<file path="src/rtl/switch_debounce_repeat.sv">
// Purpose : synchronise and debounce one raw push-button, emit press/release/auto-repeat events.
// Latency : o_Switch follows a stable input DEBOUNCE_TIME+2 edges after first sample; events registered.
// Backpressure: none; free-running conditioning stage, events are single-cycle pulses.
//
// Ports:
//   i_Clk      system clock
//   i_Rst      synchronous reset, active-high, highest priority
//   i_Switch   raw asynchronous switch level, 1 = pressed
//   o_Switch   debounced switch level
//   o_Press    one-cycle pulse in the first cycle o_Switch is 1
//   o_Release  one-cycle pulse in the first cycle o_Switch is 0 after being 1
//   o_Repeat   one-cycle auto-repeat pulse while the switch is held
//   o_Held     high while the hold FSM is in the repeating state
module switch_debounce_repeat #(
    parameter int DEBOUNCE_TIME = 250_000,
    parameter int HOLD_TIME     = 12_500_000,
    parameter int REPEAT_TIME   = 2_500_000
) (
    input  logic i_Clk,
    input  logic i_Rst,
    input  logic i_Switch,
    output logic o_Switch,
    output logic o_Press,
    output logic o_Release,
    output logic o_Repeat,
    output logic o_Held
);

    localparam int DW = $clog2(DEBOUNCE_TIME + 1);
    localparam int HW = $clog2(HOLD_TIME + 1);
    localparam int RW = $clog2(REPEAT_TIME + 1);

    localparam logic [DW-1:0] DB_LAST   = DW'(DEBOUNCE_TIME - 1);
    localparam logic [HW-1:0] HOLD_LAST = HW'(HOLD_TIME - 1);
    localparam logic [RW-1:0] RPT_LAST  = RW'(REPEAT_TIME - 1);

    localparam logic [1:0] ST_IDLE      = 2'd0;
    localparam logic [1:0] ST_PRESSED   = 2'd1;
    localparam logic [1:0] ST_REPEATING = 2'd2;

    logic          sync_s1;
    logic          sync_s2;
    logic [DW-1:0] db_cnt;
    logic [HW-1:0] hold_cnt;
    logic [RW-1:0] rpt_cnt;
    logic [1:0]    state;

    logic db_flip;
    logic db_rise;
    logic db_fall;
    logic hold_done;
    logic rpt_done;

    // The debounced level flips on this edge; the FSM and the edge pulses
    // act on it in the same edge so release can pre-empt a due repeat.
    assign db_flip   = (sync_s2 != o_Switch) && (db_cnt == DB_LAST);
    assign db_rise   = db_flip && !o_Switch;
    assign db_fall   = db_flip && o_Switch;
    assign hold_done = (hold_cnt == HOLD_LAST);
    assign rpt_done  = (rpt_cnt == RPT_LAST);

    always_ff @(posedge i_Clk) begin
        if (i_Rst) begin
            sync_s1   <= 1'b0;
            sync_s2   <= 1'b0;
            db_cnt    <= '0;
            hold_cnt  <= '0;
            rpt_cnt   <= '0;
            state     <= ST_IDLE;
            o_Switch  <= 1'b0;
            o_Press   <= 1'b0;
            o_Release <= 1'b0;
            o_Repeat  <= 1'b0;
            o_Held    <= 1'b0;
        end else begin
            sync_s1 <= i_Switch;
            sync_s2 <= sync_s1;

            // Any sample agreeing with the current level restarts the count,
            // so only an unbroken run of DEBOUNCE_TIME disagreements flips it.
            if (sync_s2 != o_Switch) begin
                if (db_flip) begin
                    o_Switch <= sync_s2;
                    db_cnt   <= '0;
                end else begin
                    db_cnt <= db_cnt + DW'(1);
                end
            end else begin
                db_cnt <= '0;
            end

            o_Press   <= db_rise;
            o_Release <= db_fall;
            o_Repeat  <= 1'b0;

            case (state)
                ST_IDLE: begin
                    hold_cnt <= '0;
                    o_Held   <= 1'b0;
                    if (db_rise) begin
                        state <= ST_PRESSED;
                    end
                end
                ST_PRESSED: begin
                    if (db_fall) begin
                        state  <= ST_IDLE;
                        o_Held <= 1'b0;
                    end else if (hold_done) begin
                        state    <= ST_REPEATING;
                        o_Repeat <= 1'b1;
                        o_Held   <= 1'b1;
                        rpt_cnt  <= '0;
                    end else begin
                        hold_cnt <= hold_cnt + HW'(1);
                        o_Held   <= 1'b0;
                    end
                end
                ST_REPEATING: begin
                    if (db_fall) begin
                        state  <= ST_IDLE;
                        o_Held <= 1'b0;
                    end else begin
                        o_Held <= 1'b1;
                        if (rpt_done) begin
                            o_Repeat <= 1'b1;
                            rpt_cnt  <= '0;
                        end else begin
                            rpt_cnt <= rpt_cnt + RW'(1);
                        end
                    end
                end
                default: begin
                    state  <= ST_IDLE;
                    o_Held <= 1'b0;
                end
            endcase
        end
    end

endmodule

</file>
<file path="config.mk">
export PLATFORM = sky130hd
export DESIGN_NAME = switch_debounce_repeat
export DESIGN_NICKNAME = d
export VERILOG_FILES = /design/src/rtl/switch_debounce_repeat.sv
export SDC_FILE = /design/constraint.sdc
export NUM_CORES = 1
export LEC_CHECK = 0
export CAP_MARGIN = 40
export CORE_UTILIZATION = 43
export CTS_CLUSTER_SIZE = 10
export DETAILED_ROUTE_END_ITERATION = 8
export GPL_ROUTABILITY_DRIVEN = 0
export PLACE_DENSITY_LB_ADDON = 0.2
export SLEW_MARGIN = 20
export SYNTH_ARGS = -nofsm -noshare
export SYNTH_HDL_FRONTEND = slang
export SYNTH_SLANG_ARGS = --single-unit
</file>
<file path="constraint.sdc">
create_clock -name i_Clk -period 5.9 [get_ports i_Clk]
set_input_delay 0.885 -clock i_Clk [delete_from_list [all_inputs] [get_ports i_Clk]]
set_output_delay 0.885 -clock i_Clk [all_outputs]
set_load 0.02 [all_outputs]
</file>
==> reports/qor.log, run 1 <==
INFO  power          power_per_cell_area=202nW/um^2
INFO  synth          ys_chip_area=4200um^2
INFO  synth          numSynthFlops=73
INFO  finish         lay_top_cells=73 x sky130_fd_sc_hd__dfxtp_1, 34 x sky130_fd_sc_hd__nand3_1, 34 x sky130_fd_sc_hd__nand2_1
INFO  global_route   antenna_violations_before_repair=0
INFO  power          p_comb=0.0456mW
INFO  critical_path  end_kind=register
INFO  global_route   grt.met2_usage=0.344
INFO  routing        avgViaCountPerCell=6.29
INFO  synth          post_synth_main_area_contributors=sky130_fd_sc_hd__dfxtp_1 35%, sky130_fd_sc_hd__nand4_1 4.3%, sky130_fd_sc_hd__nand3_1 4.1%
INFO  critical_path  critical_path.top_delay_family=simple AND/OR/NAND/NOR gates
INFO  clocking       clock_sinks=73
INFO  clocking       clk_path_buf_depth=2
INFO  finish         fin_nets=503
INFO  die            dieWidth=101um
INFO  power          switching_fraction_of_total_power=0.240
INFO  synth          postSynthCellCount=501
INFO  finish         number_of_antenna_cells_inserted=0
INFO  timing         setup_total_negative_slack=0ps
INFO  routing        drt_pass1_iterations=5
INFO  synth          ys_sh_mux=0.00744
INFO  power          pwr-share-comb=0.050
INFO  global_route   groute.layer.met3.usage=0.0472
INFO  critical_path  criticalPathCategory=register to register
INFO  die            ioPinCount=8
INFO  power          power.switching=0.219mW
INFO  die            die_height=101um
INFO  finish         largest_register_ffs=24
INFO  timing         report.final.setup_viol=0
INFO  timing         slew-limit-headroom=0.417
INFO  clocking       clkTransAtPathRegs=70ps
INFO  synth          area_share_of_fa_ha_maj_cells_after_synthesis=0.0179
INFO  finish         fraction_of_layout_cells_with_a_size_suffix_above_1=0.0867
INFO  die            core.rowCount=35
INFO  clocking       post-cts-setup-buffers=0
INFO  critical_path  crit_fanout=17
INFO  finish         lay_top_count=sky130_fd_sc_hd__dfxtp_1
INFO  global_route   grt_pass1_wl=17.9mm
INFO  placed_design  portBuffers=7
INFO  run_status     outcome=complete, no violations
INFO  timing         setup_slack=3050ps
## run 1: path summary, 6_finish.rpt
kind                                  from                        to  slack (ps)  cells past startpoint
setup / recovery  hold_cnt[0]$_SDFFE_PP0P_  hold_cnt[5]$_SDFFE_PP0P_        3050                      6
hold reg to reg         sync_s1$_SDFF_PP0_        sync_s2$_SDFF_PP0_         440                      1
setup reg to reg  hold_cnt[0]$_SDFFE_PP0P_  hold_cnt[5]$_SDFFE_PP0P_        3050                      6
hold / removal          sync_s1$_SDFF_PP0_        sync_s2$_SDFF_PP0_         440                      1
## run 1: area by class of cell
type                            count  share of cell area
Multi-Input combinational cell    382               0.563
Sequential cell                    73               0.324
Tap cell                          129              0.0357
Timing Repair Buffer               14              0.0277
Clock buffer                        9              0.0274
Inverter                           14              0.0116
Clock inverter                      4              0.0105
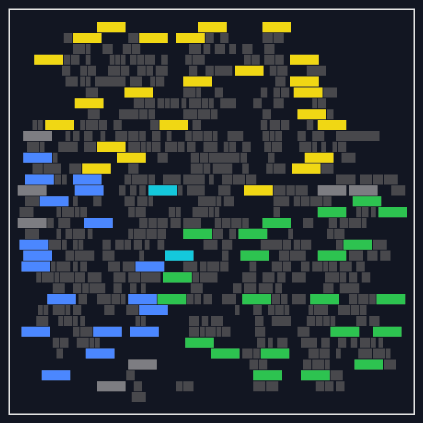
run_1/flops_by_reg.png
Scale: 4 px per um. Other sequential cells in the stronger grey, the rest of the logic in the fainter grey.
legend:
  cyan:
    name_in_the_netlist: state
    placed_flops: 2
  blue:
    name_in_the_netlist: db_cnt
    placed_flops: 18
  green:
    name_in_the_netlist: rpt_cnt
    placed_flops: 22
  yellow:
    name_in_the_netlist: hold_cnt
    placed_flops: 24
fraction of area in registers: 0.324
Storage cell area: 1460 um^2
final design utilization: 0.482
Sequential Power: 0.495 mW

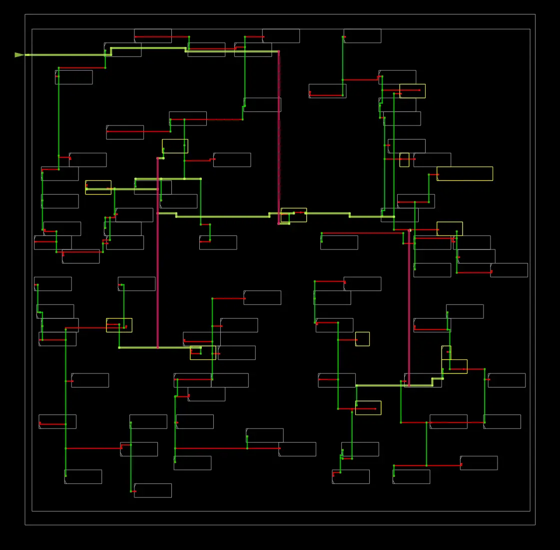
run_1/clocks.png
total of clock buffers placed in the layout: 9
power attributed to the clock group: 0.371 mW
number of sequential cells: 73

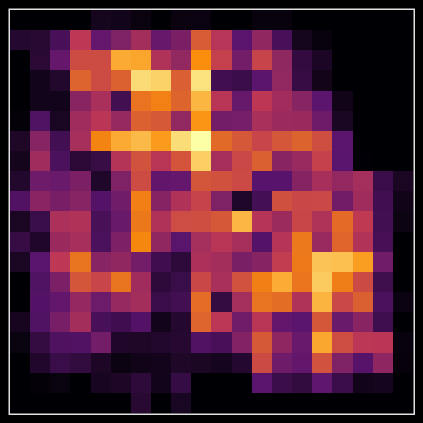
run_1/metal_density.png
Scale: 4 px per um. The die is cut into 20 by 20 equal tiles; black is low, pale yellow is high, scaled to the fullest tile. Values are wire area over tile area, all layers added.
tiles over half the peak: 23%
mean over tiles: 0.16
nearly empty tiles: 19%
emptiest ninth of the die: north-east
fullest tile: 0.54
Vias: 3932
overall track demand over capacity in global routing: 0.224
average detailed-routed wire length per instance: 17.0 um

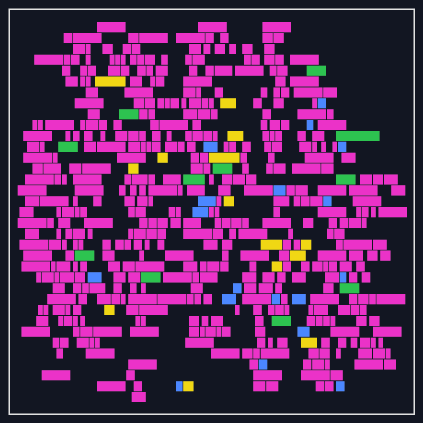
run_1/sizes.png
Scale: 4 px per um.
legend:
  blue:
    size: _2 cells
    cells: 18
    share: 3.6%
    most_used: or2_2
  magenta:
    size: _0 and _1 cells
    cells: 453
    share: 91%
    most_used: dfxtp_1
  green:
    size: _6 and larger
    cells: 11
    share: 2.2%
    most_used: clkbuf_8
  yellow:
    size: _3 and _4 cells
    cells: 14
    share: 2.8%
    most_used: buf_4

==> run 2: changes to the inputs <==
- clock period: 5.9 -> 2.5 ns (I/O delays scaled with it)
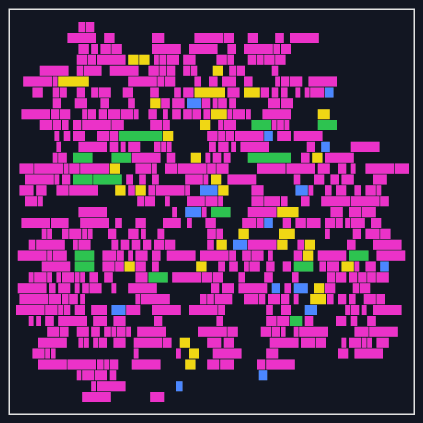
run_2/sizes.png
Scale: 4 px per um.
legend:
  yellow:
    size: _3 and _4 cells
    cells: 33
    share: 6.4%
    most_used: buf_4
  magenta:
    size: _0 and _1 cells
    cells: 453
    share: 88%
    most_used: dfxtp_1
  green:
    size: _6 and larger
    cells: 15
    share: 2.9%
    most_used: clkbuf_8
  blue:
    size: _2 cells
    cells: 16
    share: 3.1%
    most_used: or2_2

==> run 2 against run 1 <==
Compared with the run above:
- routed wire length increased by 1.5%
- synthesized area unchanged
- cell count increased by 3.4%
- clock-buffer cell count increased by 2
- flip-flop count unchanged
- worst hold slack improved by 6.1 ps
- via count increased by 2.6%
==> reports/qor.log, run 2 <==
INFO  critical_path  criticalPathCategory=register to register [unchanged]
INFO  clocking       post-cts-setup-buffers=0 [unchanged]
INFO  global_route   grt_pass1_wl=17.9mm [about the same]
INFO  finish         multi_input_comb_cells=382 [unchanged]
INFO  global_route   antenna_violations_before_repair=0 [unchanged]
INFO  finish         final.signal_inverter_count=14 [unchanged]
INFO  global_route   grt.met2_usage=0.366 [was 0.344]
INFO  global_route   track_usage=0.224 [about the same]
INFO  die            n_tap_cell=129 [unchanged]
INFO  finish         sh_comb_area=0.539 [was 0.563]
INFO  finish         clock_tree_area_fraction=0.0503 [was 0.0380]
INFO  run_status     outcome=complete, no violations [unchanged]
INFO  critical_path  worstSetupPathDepth=5 [was 6]
INFO  critical_path  end_kind=register [unchanged]
INFO  synth          post_synth_main_area_contributors=sky130_fd_sc_hd__dfxtp_1 35%, sky130_fd_sc_hd__nand4_1 4.3%, sky130_fd_sc_hd__nand3_1 4.1% [unchanged]
INFO  min_path       hold_path_startpoint=sync_s1$_SDFF_PP0_ [unchanged]
INFO  finish         seqCellArea=1460um^2 [unchanged]
INFO  timing         setup_total_negative_slack=0ps [unchanged]
INFO  critical_path  ff2ff_setup_slack=160ps [was 3050 ps]
INFO  synth          numSynthFlops=73 [unchanged]
INFO  die            dieWidth=101um [unchanged]
INFO  die            core.rowCount=35 [unchanged]
INFO  routing        vias=4033 [was 3932]
INFO  die            ioPinCount=8 [unchanged]
INFO  synth          ys_chip_area=4200um^2 [unchanged]
INFO  critical_path  number_of_cells_traversed_by_the_worst_register_to_register_path=5 [was 6]
INFO  finish         fraction_of_layout_cells_with_a_size_suffix_above_1=0.124 [was 0.0867]
INFO  synth          area_share_of_fa_ha_maj_cells_after_synthesis=0.0179 [unchanged]
INFO  clocking       clk_path_buf_depth=2 [unchanged]
INFO  clocking       clock_sinks=73 [unchanged]
INFO  finish         lay_top_count=sky130_fd_sc_hd__dfxtp_1 [unchanged]
INFO  finish         lay_top_cells=73 x sky130_fd_sc_hd__dfxtp_1, 34 x sky130_fd_sc_hd__nand3_1, 34 x sky130_fd_sc_hd__nand2_1 [unchanged]
INFO  critical_path  worstSetupEndpoint=hold_cnt[13]$_SDFFE_PP0P_ [was hold_cnt[5]$_SDFFE_PP0P_]
INFO  die            die_height=101um [unchanged]
INFO  finish         number_of_antenna_cells_inserted=0 [unchanged]
INFO  routing        avgViaCountPerCell=6.24 [was 6.29]
INFO  timing         setup_slack=156ps [was 3050 ps]
INFO  routing        avgRoutedWirePerCell=16.7um [was 17.0 um]
INFO  placed_design  portBuffers=7 [unchanged]
INFO  critical_path  timing.critical_path.from=hold_cnt[15]$_SDFFE_PP0P_ [was hold_cnt[0]$_SDFFE_PP0P_]
INFO  finish         postLayoutCoreUtil=0.504 [was 0.482]
INFO  synth          postSynthCellCount=501 [unchanged]
INFO  power          p_comb=0.117mW [was 0.0456 mW]
INFO  global_route   groute.layer.met3.usage=0.0513 [was 0.0472]
INFO  power          powerClk=1.10mW [was 0.371 mW]
INFO  critical_path  crit_fanout=11 [was 17]
INFO  power          power.switching=0.558mW [was 0.219 mW]
INFO  min_path       min_delay_path_depth=1 [unchanged]
INFO  timing         slew-limit-headroom=0.484 [was 0.417]
## run 2: cell count changes in the layout (fill, tap and decap cells not counted)
cell | previous run | this run
sky130_fd_sc_hd__inv_6 | 0 | 1
sky130_fd_sc_hd__clkinv_4 | 0 | 2
sky130_fd_sc_hd__buf_12 | 0 | 1
sky130_fd_sc_hd__clkbuf_8 | 9 | 11
sky130_fd_sc_hd__bufinv_16 | 1 | 2
sky130_fd_sc_hd__clkinvlp_4 | 1 | 0
sky130_fd_sc_hd__clkinv_2 | 2 | 0
sky130_fd_sc_hd__buf_8 | 1 | 0
sky130_fd_sc_hd__buf_4 | 6 | 24
## run 2: metal layers
layer  wire [um]  vias to the layer above
met4          90                        0
met2        5020                      117
li1            -                     1967
met3         687                        9
met1        5000                     1940
met5           0                        -
Power figures rest on the tool's default switching activity, not on a simulated workload.
